**config.mk**
```make
export PLATFORM = sky130hd
export DESIGN_NAME = id_ex_stage
export DESIGN_NICKNAME = d
export VERILOG_FILES = /design/src/rtl/id_ex_stage.sv
export SDC_FILE = /design/constraint.sdc
export NUM_CORES = 1
export LEC_CHECK = 0
export CAP_MARGIN = 15
export CORE_UTILIZATION = 40
export CTS_BUF_LIST = sky130_fd_sc_hd__clkbuf_8
export CTS_CLUSTER_DIAMETER = 30
export CTS_CLUSTER_SIZE = 8
export DETAILED_ROUTE_END_ITERATION = 16
export PLACE_DENSITY = 0.91
export SLEW_MARGIN = 30
export SYNTH_ARGS = -nofsm -noshare
export SYNTH_HDL_FRONTEND = slang
export SYNTH_SLANG_ARGS = --single-unit
```
**constraint.sdc**
```tcl
create_clock -name clock -period 2.57 [get_ports clock]
set_input_delay 0.514 -clock clock [delete_from_list [all_inputs] [get_ports clock]]
set_output_delay 0.514 -clock clock [all_outputs]
set_load 0.01 [all_outputs]
```
**src/rtl/id_ex_stage.sv**
```systemverilog
// id_ex_stage: decode-to-execute pipeline register feeding the ALU.
// Holds the decoded instruction, selects the ALU operands, detects
// load-use hazards and honours stall/flush from the hazard logic.
// Optional feature macro: ID_EX_FORWARDING_EN adds the EX/MEM and MEM/WB
// forwarding muxes and the refresh of held data while stalled.
module id_ex_stage #(
  parameter int         DATA_WIDTH  = 32,
  parameter int         ADDR_WIDTH  = 5,
  parameter logic [3:0] NOP_CONTROL = 4'b1111
) (
  input  logic                  clock,
  input  logic                  reset,
  input  logic                  in_valid,
  output logic                  in_ready,
  input  logic [3:0]            in_control,
  input  logic [ADDR_WIDTH-1:0] in_rs_addr,
  input  logic [ADDR_WIDTH-1:0] in_rt_addr,
  input  logic [ADDR_WIDTH-1:0] in_rd_addr,
  input  logic [DATA_WIDTH-1:0] in_rs_data,
  input  logic [DATA_WIDTH-1:0] in_rt_data,
  input  logic [DATA_WIDTH-1:0] in_imm,
  input  logic                  in_use_imm,
  input  logic                  in_reg_write,
  input  logic                  in_mem_read,
  input  logic                  stall,
  input  logic                  flush,
  input  logic                  fwd_exmem_valid,
  input  logic [ADDR_WIDTH-1:0] fwd_exmem_addr,
  input  logic [DATA_WIDTH-1:0] fwd_exmem_data,
  input  logic                  fwd_memwb_valid,
  input  logic [ADDR_WIDTH-1:0] fwd_memwb_addr,
  input  logic [DATA_WIDTH-1:0] fwd_memwb_data,
  output logic                  out_valid,
  output logic [3:0]            control,
  output logic [DATA_WIDTH-1:0] operand0,
  output logic [DATA_WIDTH-1:0] operand1,
  output logic [ADDR_WIDTH-1:0] out_rd_addr,
  output logic                  out_reg_write,
  output logic                  out_mem_read
);

  logic                  held_valid;
  logic [3:0]            held_control;
  logic [ADDR_WIDTH-1:0] held_rs_addr;
  logic [ADDR_WIDTH-1:0] held_rt_addr;
  logic [ADDR_WIDTH-1:0] held_rd_addr;
  logic [DATA_WIDTH-1:0] held_rs_data;
  logic [DATA_WIDTH-1:0] held_rt_data;
  logic [DATA_WIDTH-1:0] held_imm;
  logic                  held_use_imm;
  logic                  held_reg_write;
  logic                  held_mem_read;

  logic [DATA_WIDTH-1:0] fwd_rs;
  logic [DATA_WIDTH-1:0] fwd_rt;
  logic                  hazard;
  logic                  load_bubble;

  // A held load whose destination is read by the incoming instruction
  // cannot supply its data in time, so the incoming one waits a cycle.
  assign hazard = held_valid && held_mem_read && (held_rd_addr != '0) && in_valid &&
                  ((in_rs_addr == held_rd_addr) ||
                   (!in_use_imm && (in_rt_addr == held_rd_addr)));

  assign in_ready = !stall && !flush && !hazard;

`ifdef ID_EX_FORWARDING_EN
  // Pick the youngest in-flight result for each source; register 0 never forwards.
  always_comb begin
    fwd_rs = held_rs_data;
    fwd_rt = held_rt_data;
    if (held_rs_addr != '0) begin
      if (fwd_exmem_valid && (fwd_exmem_addr == held_rs_addr)) begin
        fwd_rs = fwd_exmem_data;
      end else if (fwd_memwb_valid && (fwd_memwb_addr == held_rs_addr)) begin
        fwd_rs = fwd_memwb_data;
      end
    end
    if (held_rt_addr != '0) begin
      if (fwd_exmem_valid && (fwd_exmem_addr == held_rt_addr)) begin
        fwd_rt = fwd_exmem_data;
      end else if (fwd_memwb_valid && (fwd_memwb_addr == held_rt_addr)) begin
        fwd_rt = fwd_memwb_data;
      end
    end
  end
`else
  // Without forwarding the held register-file data goes straight through.
  always_comb begin
    fwd_rs = held_rs_data;
    fwd_rt = held_rt_data;
  end

  logic unused_fwd;
  assign unused_fwd = ^{fwd_exmem_valid, fwd_exmem_addr, fwd_exmem_data,
                        fwd_memwb_valid, fwd_memwb_addr, fwd_memwb_data,
                        held_rs_addr, held_rt_addr};
`endif

  assign load_bubble = reset || flush || (!stall && (hazard || !in_valid));

  // Stage register: bubble on reset/flush/hazard/idle, refresh data on stall, else capture.
  always_ff @(posedge clock) begin
    if (load_bubble) begin
      held_valid     <= 1'b0;
      held_control   <= NOP_CONTROL;
      held_rs_addr   <= '0;
      held_rt_addr   <= '0;
      held_rd_addr   <= '0;
      held_rs_data   <= '0;
      held_rt_data   <= '0;
      held_imm       <= '0;
      held_use_imm   <= 1'b0;
      held_reg_write <= 1'b0;
      held_mem_read  <= 1'b0;
    end else if (stall) begin
      held_rs_data   <= fwd_rs;
      held_rt_data   <= fwd_rt;
    end else begin
      held_valid     <= 1'b1;
      held_control   <= in_control;
      held_rs_addr   <= in_rs_addr;
      held_rt_addr   <= in_rt_addr;
      held_rd_addr   <= in_rd_addr;
      held_rs_data   <= in_rs_data;
      held_rt_data   <= in_rt_data;
      held_imm       <= in_imm;
      held_use_imm   <= in_use_imm;
      held_reg_write <= in_reg_write;
      held_mem_read  <= in_mem_read;
    end
  end

  assign out_valid     = held_valid;
  assign control       = held_control;
  assign operand0      = fwd_rs;
  assign operand1      = held_use_imm ? held_imm : fwd_rt;
  assign out_rd_addr   = held_rd_addr;
  assign out_reg_write = held_reg_write;
  assign out_mem_read  = held_mem_read;

endmodule
```
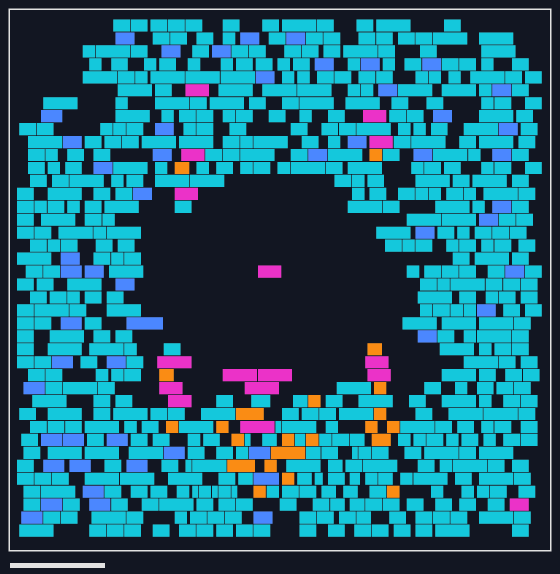
**Above:** cell sizes after repair.
Bar = 20 um.
colour	size	cells	share
orange	_3 and _4 cells	22	3.5%
blue	_2 cells	52	8.4%
cyan	_0 and _1 cells	530	85%
magenta	_6 and larger	16	2.6%
Repair and plain buffers: 216
worst setup margin: 0.0843 ns
Area Overhead vs Synth: 48.3%
Finished Cell Area: 7360 um2

==> Slide: Implementation Results <==
Flow Results at a Glance

Status
  – Status: finished clean

Cells and area
  – # fillers: ~1k
  – Logic area: approximately 2600 um2
  – Final nets: about 810
  – N_diodes: 0
  – Clock buffers: 10
  – Comb area share: between 30% and 40%
  – Layout cells sized above 1: approximately 15%
  – Top class by area: logic gates
  – Nonclk inv count: 0
  – Top cell excl fill/tap: clkdlybuf4s50_1

Clock network
  – CTS-repair resized insts: 4
  – CTS tree: yes
  – Latest clock arrival within the worst-skew pair: roughly 0.37 ns
  – CTS H-tree lvls: 3
  – CTS Buffer Depth: 2
  – Reg clk slew, reported paths: 0.11 ns
  – Hold_buf cts: 0

Power
  – Comb pwr share: between 10% and 20%
  – Comb pwr: 0.000587 W
  – Max power group: registers
  – Clock power frac: just under 30%
  – Power Density: 454 nW/um2

Routing
  – Initial DRT Pass Iterations: 4
  – Post-route ant nets: 0
  – Detailed Route WL: roughly 14000 um
  – DR iter-0 viols: 268
  – DR WL/cell: about 17 um
  – DRC Markers: 0
  – Via count: 4122

Floorplan
  – Die width: about 110 um
  – Die Height: 113 um
  – FP Core Util: roughly two fifths
  – Die area: between 10000 and 15000 um2

Logic synthesis
  – Top-area cell share: about 44%
  – Ys flop type: dfxtp_1
  – Leading area contributor after synthesis: dfxtp_1
  – Synth top cells by count: dfxtp_1, mux2i_1, a211oi_1, mux2_2, clkbuf_1
  – Sequential area share after synthesis: a little over two fifths
  – Post-synthesis cell type with the largest instance count: dfxtp_1
  – YS chip area: slightly below 5000 um2
  – Post-Syn Area per Cell: between 10 and 15 um2
  – Mapped Cells: 439

GRT
  – GRT Residual Overflow: 0
  – Pin count of the biggest net entering global routing: between 100 and 150
  – Initial antenna violation count: 0

Critical path
  – Worst path buffer plus inverter count: 1
  – Worst setup SP type: flip-flop
  – CP Max Fanout: 2
  – Required @ worst endpoint: just over 2 ns
  – Worst path slowest cell: or4_4

Run
  – Tool warnings: between 100 and 150

STA
  – FMAX: between 0.4 and 0.5 GHz
  – RSZ-0062 raised after global routing: no
  – Actual slew at the worst max-slew pin: between 0.6 and 0.7 ns
  – Worst rel slew slack: roughly three fifths
  – Setup Total Neg Slack: 0 ns
  – Hold Vio Cnt, Final: 0
  – Max Slew Vio Count: 0

Placed design
  – GP Congestion: about 0.8
  – IO buf count: 199
  – Dpl ws: -0.125 ns
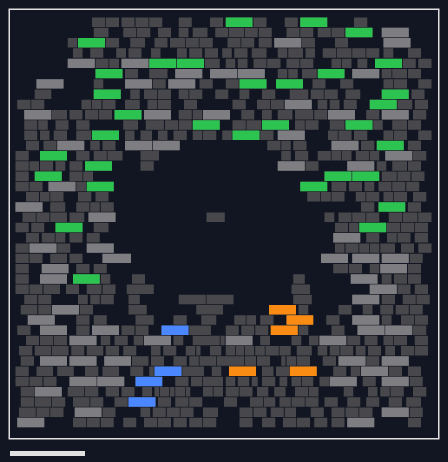
**Above:** sequential cells coloured by netlist name.
Bar = 20 um.
colour	name in the netlist	flops
blue	control	4
orange	out_rd_addr	5
green	fwd_rt	32
final core occ: 61.1%
sequential logic power: 0.00176 W
fraction of area in registers: 29.6%
Storage cell area: 2180 um2

-- per-stage QoR --
stage | std cells | hold slack [ns] | util, % | instance area [um2] | total power, W
2_1_floorplan | 439 | 0.506 | - | 4970 | 0.00206
3_3_place_gp | 772 | 0.513 | 59.4 | 7170 | 0.00237
3_5_place_dp | 772 | 0.522 | 59.4 | 7170 | 0.00239
4_1_cts | 788 | 0.536 | 61.0 | 7360 | 0.00337
5_1_grt | 788 | 0.552 | 61.1 | 7360 | 0.00348
6_report | 788 | 0.533 | 61.1 | 7360 | 0.00334
-- cells by family (layout without fill, tap and decap cells) --
group | after synthesis | count (layout) | synth area share, %
and+or+nand+nor | 12 | 12 | 1.21
buffers and inverters | 51 | 232 | 4.54
muxes | 140 | 140 | 29.0
DFF | 109 | 109 | 43.9
AOI/OAI and AO/OA | 117 | 117 | 19.5
xor gates and xnor gates | 10 | 10 | 1.76
-- sequential cells by signal (all words and copies together) (netlist names) --
name	count
control	4
fwd_rt	32
out_rd_addr	5
out_mem_read	1
held_imm	32
operand0	32
held_use_imm	1
out_reg_write	1
out_valid	1
-- final timing paths --
path,slack (ns),end,cells past startpoint,start
max,0.08,in_ready,4,out_rd_addr[1]$_SDFFE_PP0N_
min,0.53,held_imm[29]$_SDFFE_PP0N_,2,held_imm[29]$_SDFFE_PP0N_
max reg2reg,0.50,operand0[0]$_SDFFE_PP0N_,6,out_rd_addr[4]$_SDFFE_PP0N_
min reg2reg,0.53,held_imm[29]$_SDFFE_PP0N_,2,held_imm[29]$_SDFFE_PP0N_
-- per-layer routing --
layer	vias to the layer above	GRT usage [%]	routed length (um)
met5	-	0	0
met2	133	35.6	6390
li1	2032	-	-
met3	10	6.00	994
met1	1947	26.1	5980
met4	0	5.96	153
Power and IR drop assume default switching activity.
